### src/rtl/multicycle_ctrl_if.sv
// Control bundle between the multi-cycle control unit and the mini-cpu datapath.
// Carries instruction fields, ALU zero flag and memory handshake into the controller,
// and the datapath mux selects, ALU op, memory request and status flags out of it.
interface multicycle_ctrl_if;
    // Datapath -> controller
    logic [6:0] opcode;
    logic [2:0] funct3;
    logic       funct7b5;
    logic       zero;
    logic       mem_ready;
    // Controller -> datapath
    logic       mem_req;
    logic       mem_we;
    logic       addr_src;
    logic       ir_write;
    logic       pc_write;
    logic       reg_write;
    logic [1:0] result_src;
    logic [1:0] alu_src_a;
    logic [1:0] alu_src_b;
    logic [2:0] alu_ctrl;
    logic       retire;
    logic       illegal;

    // The controller is the driving end of the control bundle.
    modport master (
        input  opcode, funct3, funct7b5, zero, mem_ready,
        output mem_req, mem_we, addr_src, ir_write, pc_write, reg_write,
               result_src, alu_src_a, alu_src_b, alu_ctrl, retire, illegal
    );

    modport slave (
        output opcode, funct3, funct7b5, zero, mem_ready,
        input  mem_req, mem_we, addr_src, ir_write, pc_write, reg_write,
               result_src, alu_src_a, alu_src_b, alu_ctrl, retire, illegal
    );
endinterface

### src/rtl/multicycle_ctrl.sv
// Multi-cycle RV32I-subset control FSM: fetch/decode/execute/memory/writeback sequencing.
// Latency: 3-5 cycles per instruction plus one per memory wait cycle; outputs combinational from state.
// Backpressure: FETCH, MEMREAD and MEMWRITE hold with stable request until mem_ready=1.
// Ports: clk, rst_n (async active-low), bus (multicycle_ctrl_if.master: instruction fields,
//        zero, mem_ready in; mem/mux/ALU controls, retire, illegal out).
module multicycle_ctrl (
    input  logic                clk,
    input  logic                rst_n,
    multicycle_ctrl_if.master   bus
);

    typedef enum logic [3:0] {
        S_IDLE, S_FETCH, S_DECODE, S_EXEC_R, S_EXEC_I, S_ALUWB, S_MEMADR,
        S_MEMREAD, S_MEMWB, S_MEMWRITE, S_BEQ, S_JAL, S_TRAP
    } state_e;

    localparam logic [6:0] OP_R    = 7'b0110011;
    localparam logic [6:0] OP_I    = 7'b0010011;
    localparam logic [6:0] OP_LW   = 7'b0000011;
    localparam logic [6:0] OP_SW   = 7'b0100011;
    localparam logic [6:0] OP_BEQ  = 7'b1100011;
    localparam logic [6:0] OP_JAL  = 7'b1101111;

    localparam logic [2:0] ALU_AND = 3'b000;
    localparam logic [2:0] ALU_OR  = 3'b001;
    localparam logic [2:0] ALU_ADD = 3'b010;
    localparam logic [2:0] ALU_SUB = 3'b110;
    localparam logic [2:0] ALU_SLT = 3'b111;

    state_e state_q, state_d;

    logic       mem_req, mem_we, addr_src, ir_write, pc_write, reg_write;
    logic [1:0] result_src, alu_src_a, alu_src_b;
    logic [2:0] alu_ctrl;
    logic       retire, illegal;

    // ALU op for the execute states; exec_ok low means funct3 is not supported.
    logic       exec_ok;
    logic [2:0] exec_op;

    always_comb begin
        exec_ok = 1'b1;
        exec_op = ALU_ADD;
        case (bus.funct3)
            3'b000: exec_op = (state_q == S_EXEC_R && bus.funct7b5) ? ALU_SUB : ALU_ADD;
            3'b010: exec_op = ALU_SLT;
            3'b110: exec_op = ALU_OR;
            3'b111: exec_op = ALU_AND;
            default: exec_ok = 1'b0;
        endcase
    end

    always_ff @(posedge clk or negedge rst_n) begin
        if (!rst_n) begin
            state_q <= S_IDLE;
        end else begin
            state_q <= state_d;
        end
    end

    always_comb begin
        state_d    = state_q;
        mem_req    = 1'b0;
        mem_we     = 1'b0;
        addr_src   = 1'b0;
        ir_write   = 1'b0;
        pc_write   = 1'b0;
        reg_write  = 1'b0;
        result_src = 2'b00;
        alu_src_a  = 2'b00;
        alu_src_b  = 2'b00;
        alu_ctrl   = ALU_AND;
        retire     = 1'b0;
        illegal    = 1'b0;

        case (state_q)
            S_IDLE: state_d = S_FETCH;

            // PC + 4 is computed while the instruction is read; both land on completion.
            S_FETCH: begin
                mem_req    = 1'b1;
                alu_src_b  = 2'b10;
                alu_ctrl   = ALU_ADD;
                result_src = 2'b10;
                if (bus.mem_ready) begin
                    ir_write = 1'b1;
                    pc_write = 1'b1;
                    state_d  = S_DECODE;
                end
            end

            // Old PC + immediate is precomputed into ALUOut as the branch target.
            S_DECODE: begin
                alu_src_a = 2'b01;
                alu_src_b = 2'b01;
                alu_ctrl  = ALU_ADD;
                case (bus.opcode)
                    OP_R:          state_d = S_EXEC_R;
                    OP_I:          state_d = S_EXEC_I;
                    OP_LW, OP_SW:  state_d = (bus.funct3 == 3'b010) ? S_MEMADR : S_TRAP;
                    OP_BEQ:        state_d = (bus.funct3 == 3'b000) ? S_BEQ : S_TRAP;
                    OP_JAL:        state_d = S_JAL;
                    default:       state_d = S_TRAP;
                endcase
            end

            // An unsupported funct3 already presents the trap outputs in this cycle.
            S_EXEC_R, S_EXEC_I: begin
                if (exec_ok) begin
                    alu_src_a = 2'b10;
                    alu_src_b = (state_q == S_EXEC_I) ? 2'b01 : 2'b00;
                    alu_ctrl  = exec_op;
                    state_d   = S_ALUWB;
                end else begin
                    illegal = 1'b1;
                    state_d = S_TRAP;
                end
            end

            S_ALUWB: begin
                reg_write = 1'b1;
                retire    = 1'b1;
                state_d   = S_FETCH;
            end

            S_MEMADR: begin
                alu_src_a = 2'b10;
                alu_src_b = 2'b01;
                alu_ctrl  = ALU_ADD;
                if (bus.opcode == OP_LW) begin
                    state_d = S_MEMREAD;
                end else if (bus.opcode == OP_SW) begin
                    state_d = S_MEMWRITE;
                end else begin
                    state_d = S_TRAP;
                end
            end

            S_MEMREAD: begin
                mem_req  = 1'b1;
                addr_src = 1'b1;
                if (bus.mem_ready) begin
                    state_d = S_MEMWB;
                end
            end

            S_MEMWB: begin
                result_src = 2'b01;
                reg_write  = 1'b1;
                retire     = 1'b1;
                state_d    = S_FETCH;
            end

            S_MEMWRITE: begin
                mem_req  = 1'b1;
                mem_we   = 1'b1;
                addr_src = 1'b1;
                if (bus.mem_ready) begin
                    retire  = 1'b1;
                    state_d = S_FETCH;
                end
            end

            // Taken branch loads the target held in ALUOut since DECODE.
            S_BEQ: begin
                alu_src_a = 2'b10;
                alu_ctrl  = ALU_SUB;
                pc_write  = bus.zero;
                retire    = 1'b1;
                state_d   = S_FETCH;
            end

            // PC <- target from ALUOut while the ALU forms old PC + 4 for the link.
            S_JAL: begin
                alu_src_a = 2'b01;
                alu_src_b = 2'b10;
                alu_ctrl  = ALU_ADD;
                pc_write  = 1'b1;
                state_d   = S_ALUWB;
            end

            S_TRAP: begin
                illegal = 1'b1;
            end

            default: state_d = S_TRAP;
        endcase
    end

    assign bus.mem_req    = mem_req;
    assign bus.mem_we     = mem_we;
    assign bus.addr_src   = addr_src;
    assign bus.ir_write   = ir_write;
    assign bus.pc_write   = pc_write;
    assign bus.reg_write  = reg_write;
    assign bus.result_src = result_src;
    assign bus.alu_src_a  = alu_src_a;
    assign bus.alu_src_b  = alu_src_b;
    assign bus.alu_ctrl   = alu_ctrl;
    assign bus.retire     = retire;
    assign bus.illegal    = illegal;

endmodule

### src/flat_wrapper.sv
// flat-port wrapper written by rule: the top's interface ports become plain ports
module multicycle_ctrl_flat 
  (clk, rst_n, bus_opcode, bus_funct3, bus_funct7b5, bus_zero, bus_mem_ready, bus_mem_req, bus_mem_we, bus_addr_src, bus_ir_write, bus_pc_write, bus_reg_write, bus_result_src, bus_alu_src_a, bus_alu_src_b, bus_alu_ctrl, bus_retire, bus_illegal);
  multicycle_ctrl_if bus_i ();
  input  logic clk;
  input  logic rst_n;
  input wire logic [$bits(bus_i.opcode)-1:0] bus_opcode;
  input wire logic [$bits(bus_i.funct3)-1:0] bus_funct3;
  input wire logic [$bits(bus_i.funct7b5)-1:0] bus_funct7b5;
  input wire logic [$bits(bus_i.zero)-1:0] bus_zero;
  input wire logic [$bits(bus_i.mem_ready)-1:0] bus_mem_ready;
  output wire logic [$bits(bus_i.mem_req)-1:0] bus_mem_req;
  output wire logic [$bits(bus_i.mem_we)-1:0] bus_mem_we;
  output wire logic [$bits(bus_i.addr_src)-1:0] bus_addr_src;
  output wire logic [$bits(bus_i.ir_write)-1:0] bus_ir_write;
  output wire logic [$bits(bus_i.pc_write)-1:0] bus_pc_write;
  output wire logic [$bits(bus_i.reg_write)-1:0] bus_reg_write;
  output wire logic [$bits(bus_i.result_src)-1:0] bus_result_src;
  output wire logic [$bits(bus_i.alu_src_a)-1:0] bus_alu_src_a;
  output wire logic [$bits(bus_i.alu_src_b)-1:0] bus_alu_src_b;
  output wire logic [$bits(bus_i.alu_ctrl)-1:0] bus_alu_ctrl;
  output wire logic [$bits(bus_i.retire)-1:0] bus_retire;
  output wire logic [$bits(bus_i.illegal)-1:0] bus_illegal;
  assign bus_i.opcode = bus_opcode;
  assign bus_i.funct3 = bus_funct3;
  assign bus_i.funct7b5 = bus_funct7b5;
  assign bus_i.zero = bus_zero;
  assign bus_i.mem_ready = bus_mem_ready;
  assign bus_mem_req = bus_i.mem_req;
  assign bus_mem_we = bus_i.mem_we;
  assign bus_addr_src = bus_i.addr_src;
  assign bus_ir_write = bus_i.ir_write;
  assign bus_pc_write = bus_i.pc_write;
  assign bus_reg_write = bus_i.reg_write;
  assign bus_result_src = bus_i.result_src;
  assign bus_alu_src_a = bus_i.alu_src_a;
  assign bus_alu_src_b = bus_i.alu_src_b;
  assign bus_alu_ctrl = bus_i.alu_ctrl;
  assign bus_retire = bus_i.retire;
  assign bus_illegal = bus_i.illegal;
  multicycle_ctrl u_core (.clk(clk), .rst_n(rst_n), .bus(bus_i));
endmodule
### config.mk
export PLATFORM = sky130hd
export DESIGN_NAME = multicycle_ctrl_flat
export DESIGN_NICKNAME = d
export VERILOG_FILES = /design/src/rtl/multicycle_ctrl_if.sv /design/src/rtl/multicycle_ctrl.sv /design/src/flat_wrapper.sv
export SDC_FILE = /design/constraint.sdc
export NUM_CORES = 1
export LEC_CHECK = 0
export ABC_CLOCK_PERIOD_IN_PS = 1900
export CORE_MARGIN = 5
export CORE_UTILIZATION = 43
export DETAILED_ROUTE_END_ITERATION = 8
export HOLD_SLACK_MARGIN = 0.03
export PLACE_DENSITY = 0.79
export RECOVER_POWER = 100
export SYNTH_ARGS = -nofsm -noshare
export SYNTH_HDL_FRONTEND = slang
export SYNTH_SLANG_ARGS = --single-unit
export TNS_END_PERCENT = 10
### constraint.sdc
create_clock -name clk -period 1.9 [get_ports clk]
set_clock_uncertainty 0.1 [all_clocks]
set_input_delay 0.19 -clock clk [delete_from_list [all_inputs] [get_ports clk]]
set_output_delay 0.19 -clock clk [all_outputs]
set_load 0.02 [all_outputs]
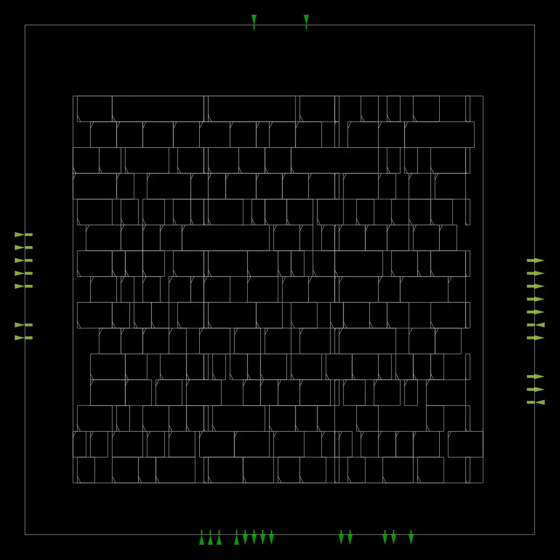
Fig. 1. Placement view.
Rows: 15
Fill cells: 145

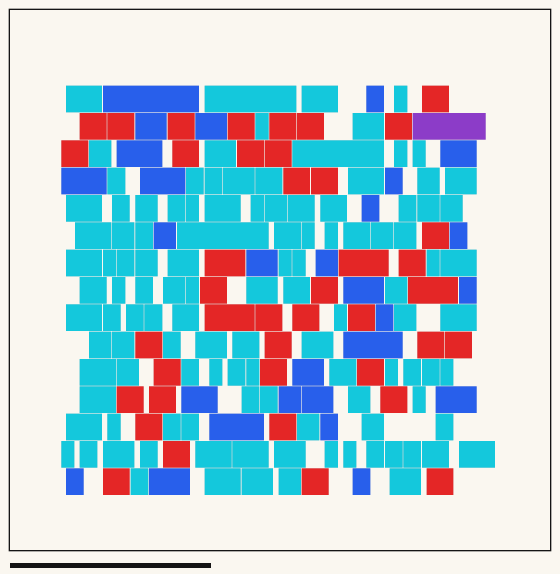
Fig. 2. Sizing map.
Scale bar: 20 um.
colour	size	cells
red	drive 3 to 4	41
purple	drive 6 and up	1
blue	drive 2	28
cyan	drive 1 or less	115
P&R area growth vs syn: 73.5%
Non-CTS buffers: 66
fin area: 1430 um2

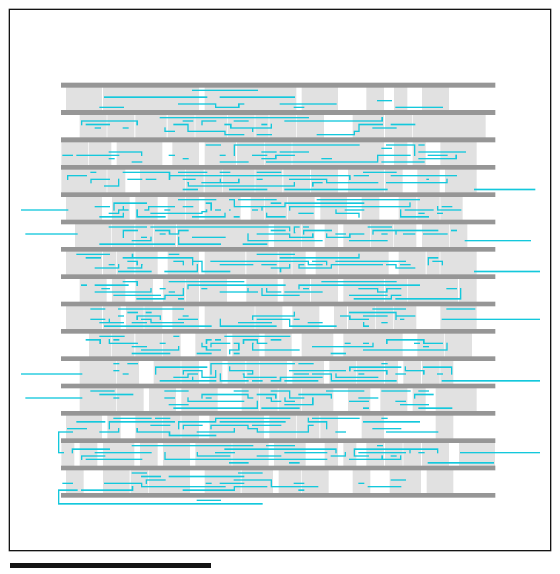
Fig. 3. Met1 routing.
Scale bar: 20 um. Supply wires on this layer in grey.
share of all routed wire	42%
main direction	horizontal
wire length on this layer	1320 um
via count: 1198
met1 track demand over resource: 28.9%
DRT Wirelength: 3.11 mm

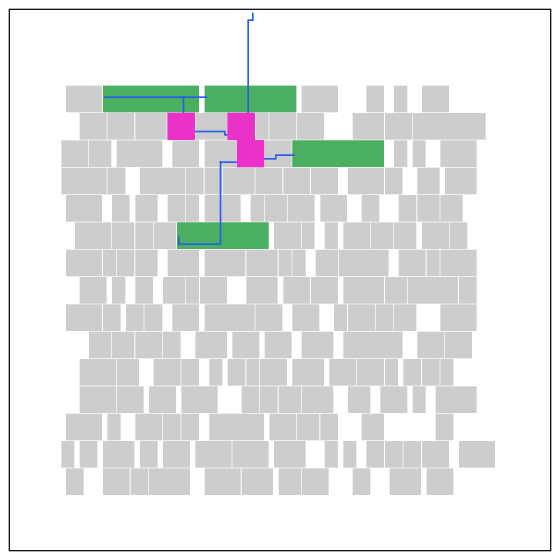
Fig. 4. Clock network drawn from the DEF.
[green] flip-flops | count: 4
[blue] clock wires | length: 55.2 um
[magenta] cells driving clock nets | count: 3
flops lie	top middle
routed clock nets	4
Late-Pin Clk Latency: 230 ps
Clock Power Share: 5.4%

==> metrics.cfg <==
[worst_setup_path]
cp.arrival_ps = 1910
crit_required_ps = 1920
cpLargestDelayFamily = simple AND/OR/NAND/NOR gates
crit_start = u_core.state_q[3]
endpoint = u_core.state_q[1]
reg2reg_from = u_core.state_q[3]
start_kind = flop
reg2reg_depth = 7
path_class = reg2reg
path_max_fanout = 18
worst-path-stages = 7
crit_path_end_kind = flop
cp_num_buf_inv = 2
slowest_stage = dfrtp_1
r2r_slack_ps = 10
r2r-end = u_core.state_q[1]
slowest_delay_ps = 380
crit_path_cell_trace = clkbuf_4 > nand2b_1 > clkbuf_2 > or2_2 > nor4_2 > o21ai_0 > o211ai_1

[global_route]
track_usage_pct = 23.7
overflow = 0
antenna_found_initial = 0
first_global_vias = 1137
grt_max_degree = 19
grt_pass1_wl_mm = 5.13

[synth]
ys_types = 46
async_flop_share_pct = 100
ys_cells = 124
ys_seq_share_pct = 12.2
synth_flops = 4
syn-mean-instance-area_um2 = 6.63
edf_count = 0
flop_cell = dfrtp_1
floorplan.nets = 139
syn_inst = 124
yosysChipArea_um2 = 822
synth_warnings = 0
netlist_area_um2 = 822

[die]
n_tap_cell = 25
core-area_um2 = 1760
fp-utilization_pct = 46.6
die_h_um = 53.7
die_area_um2 = 2890
die-width_um = 53.7
io_pins = 32

[cells_and_area]
instances_no_fill = 210
largest_reg_flops = 4
inverters = 2
clock_buffers = 3
layout.nets = 202
logic_area_um2 = 733
seq_share_pct = 7.11
top_regs = u_core.state_q (4)
clkCellAreaFrac_pct = 1.58
seq_area_um2 = 101
drive_gt1_share_pct = 37.8
final_common_cell = buf_4
final_util_pct = 80.9
insertedDiodeCount = 0
buffer_area_share_pct = 37.1
lay_top_cells = 33 x buf_4, 13 x nor2_1, 12 x clkdlybuf4s50_1
nMultiInputCombCells = 110
largest_cell_class = multi-input combinational cells
ff_count = 4
largest_register = u_core.state_q
sh_comb_area_pct = 51.4

[clocking]
cts_hold_buf = 0
clk_pin_slew_ps = 40
clock_sinks = 4
tritoncts = built
post_cts_buffers = 0
h-tree-depth = 1
cts_made_buffers = 3
clock_path_buffers = 2
clockRootBuffer = clkbuf_4

[placement]
place_hpwl_mm = 2.54
io_buffers = 31
routabilityCongestion = 0.946
place_ws_ps = -416
placed_area_um2 = 1400
dpl.cell_count = 207

[pwr]
p_int_w = 0.000935
p_seq_share_pct = 8.9
switchingPower_w = 0.000956
power_w = 0.00189
power_leakage_nw = 0.602
top_power_group = combinational cells
combPwrFrac_pct = 85.7
switching_share_pct = 50.5
p_clk_w = 0.000102
max-vdd-ir-drop_mv = 0.960
pwr_density_cell_nw_per_um2 = 1330
seq-power_w = 0.000168
comb_cell_power_w = 0.00162

[outcome]
run_status = finished clean

[sta]
setup_tns_ps = 0
max_freq_mhz = 529
drv_slew = 0
relSlewSlack_pct = 76.0
holdWs_ps = 141
rsz0062_at_grt = yes
worstMarginPinSlew_ps = 357
finalWorstSetupSlack_ps = 9.97
min_period_ps = 1890
finalClockPeriodUsage_pct = 99.5
setup_viol_count_final = 0
hold_violations = 0

[drt]
route.detailed.wl_per_inst_um = 14.8
ant_nets = 0
drt-pass1-iter-count = 5
drtIter0Drc = 40
avgViaCountPerCell = 5.70
remaining_drc_errors = 0

[min_path]
min_path_type = in2async

[job]
drv_cap = 0
tool_warnings = 29

-- cell families after synthesis --
logic type,share of synthesized area [%]
buffers and inverters,6.09
AOI/OAI and AO/OA,37.7
and+or+nand+nor,40.5
DFF,12.2
muxes,2.44
xor gates and xnor gates,1.07
-- routing by layer --
layer / vias up / wire length [um] / track usage (%)
met5: - / 0 / 0
met4: 0 / 42 / 5.11
met2: 49 / 1570 / 44.8
met3: 4 / 180 / 1.39
met1: 553 / 1320 / 28.9
li1: 592 / - / -
-- Yosys cell counts, types with 2 or more instances --
master | instances | area (um2)
nor2b_1 | 7 | 43.8
and2_1 | 5 | 31.3
a211o_1 | 2 | 17.5
o21ai_0 | 8 | 40.0
o21bai_1 | 2 | 15.0
nand3_1 | 6 | 30.0
o211ai_1 | 3 | 22.5
nor3_1 | 8 | 40.0
dfrtp_1 | 4 | 100
a31oi_1 | 2 | 12.5
buf_2 | 4 | 20.0
o22ai_1 | 4 | 25.0
nand2_1 | 9 | 33.8
a21oi_1 | 8 | 40.0
nand2b_1 | 5 | 31.3
nor2_1 | 13 | 48.8
buf_1 | 2 | 7.51
mux2i_1 | 2 | 20.0
a22oi_1 | 3 | 22.5
-- timing repair --
action | in CTS | in global routing
gates resized | 42 | 27
pin swaps | 0 | 0
hold endpoints to repair | 0 | 0
endpoints found under the setup margin | 17 | 16
-- how the worst min path moves through the flow --
stage,from,to,slack (ps),depth (start not counted)
after floorplan,rst_n,u_core.state_q[0],-210,0
after global placement,rst_n,u_core.state_q[2],300,1
after detailed placement,rst_n,u_core.state_q[2],310,1
after CTS,rst_n,u_core.state_q[2],60,1
after global routing,rst_n,u_core.state_q[2],160,1
final,rst_n,u_core.state_q[0],140,1
Power figures rest on the tool's default switching activity, not on a simulated workload.
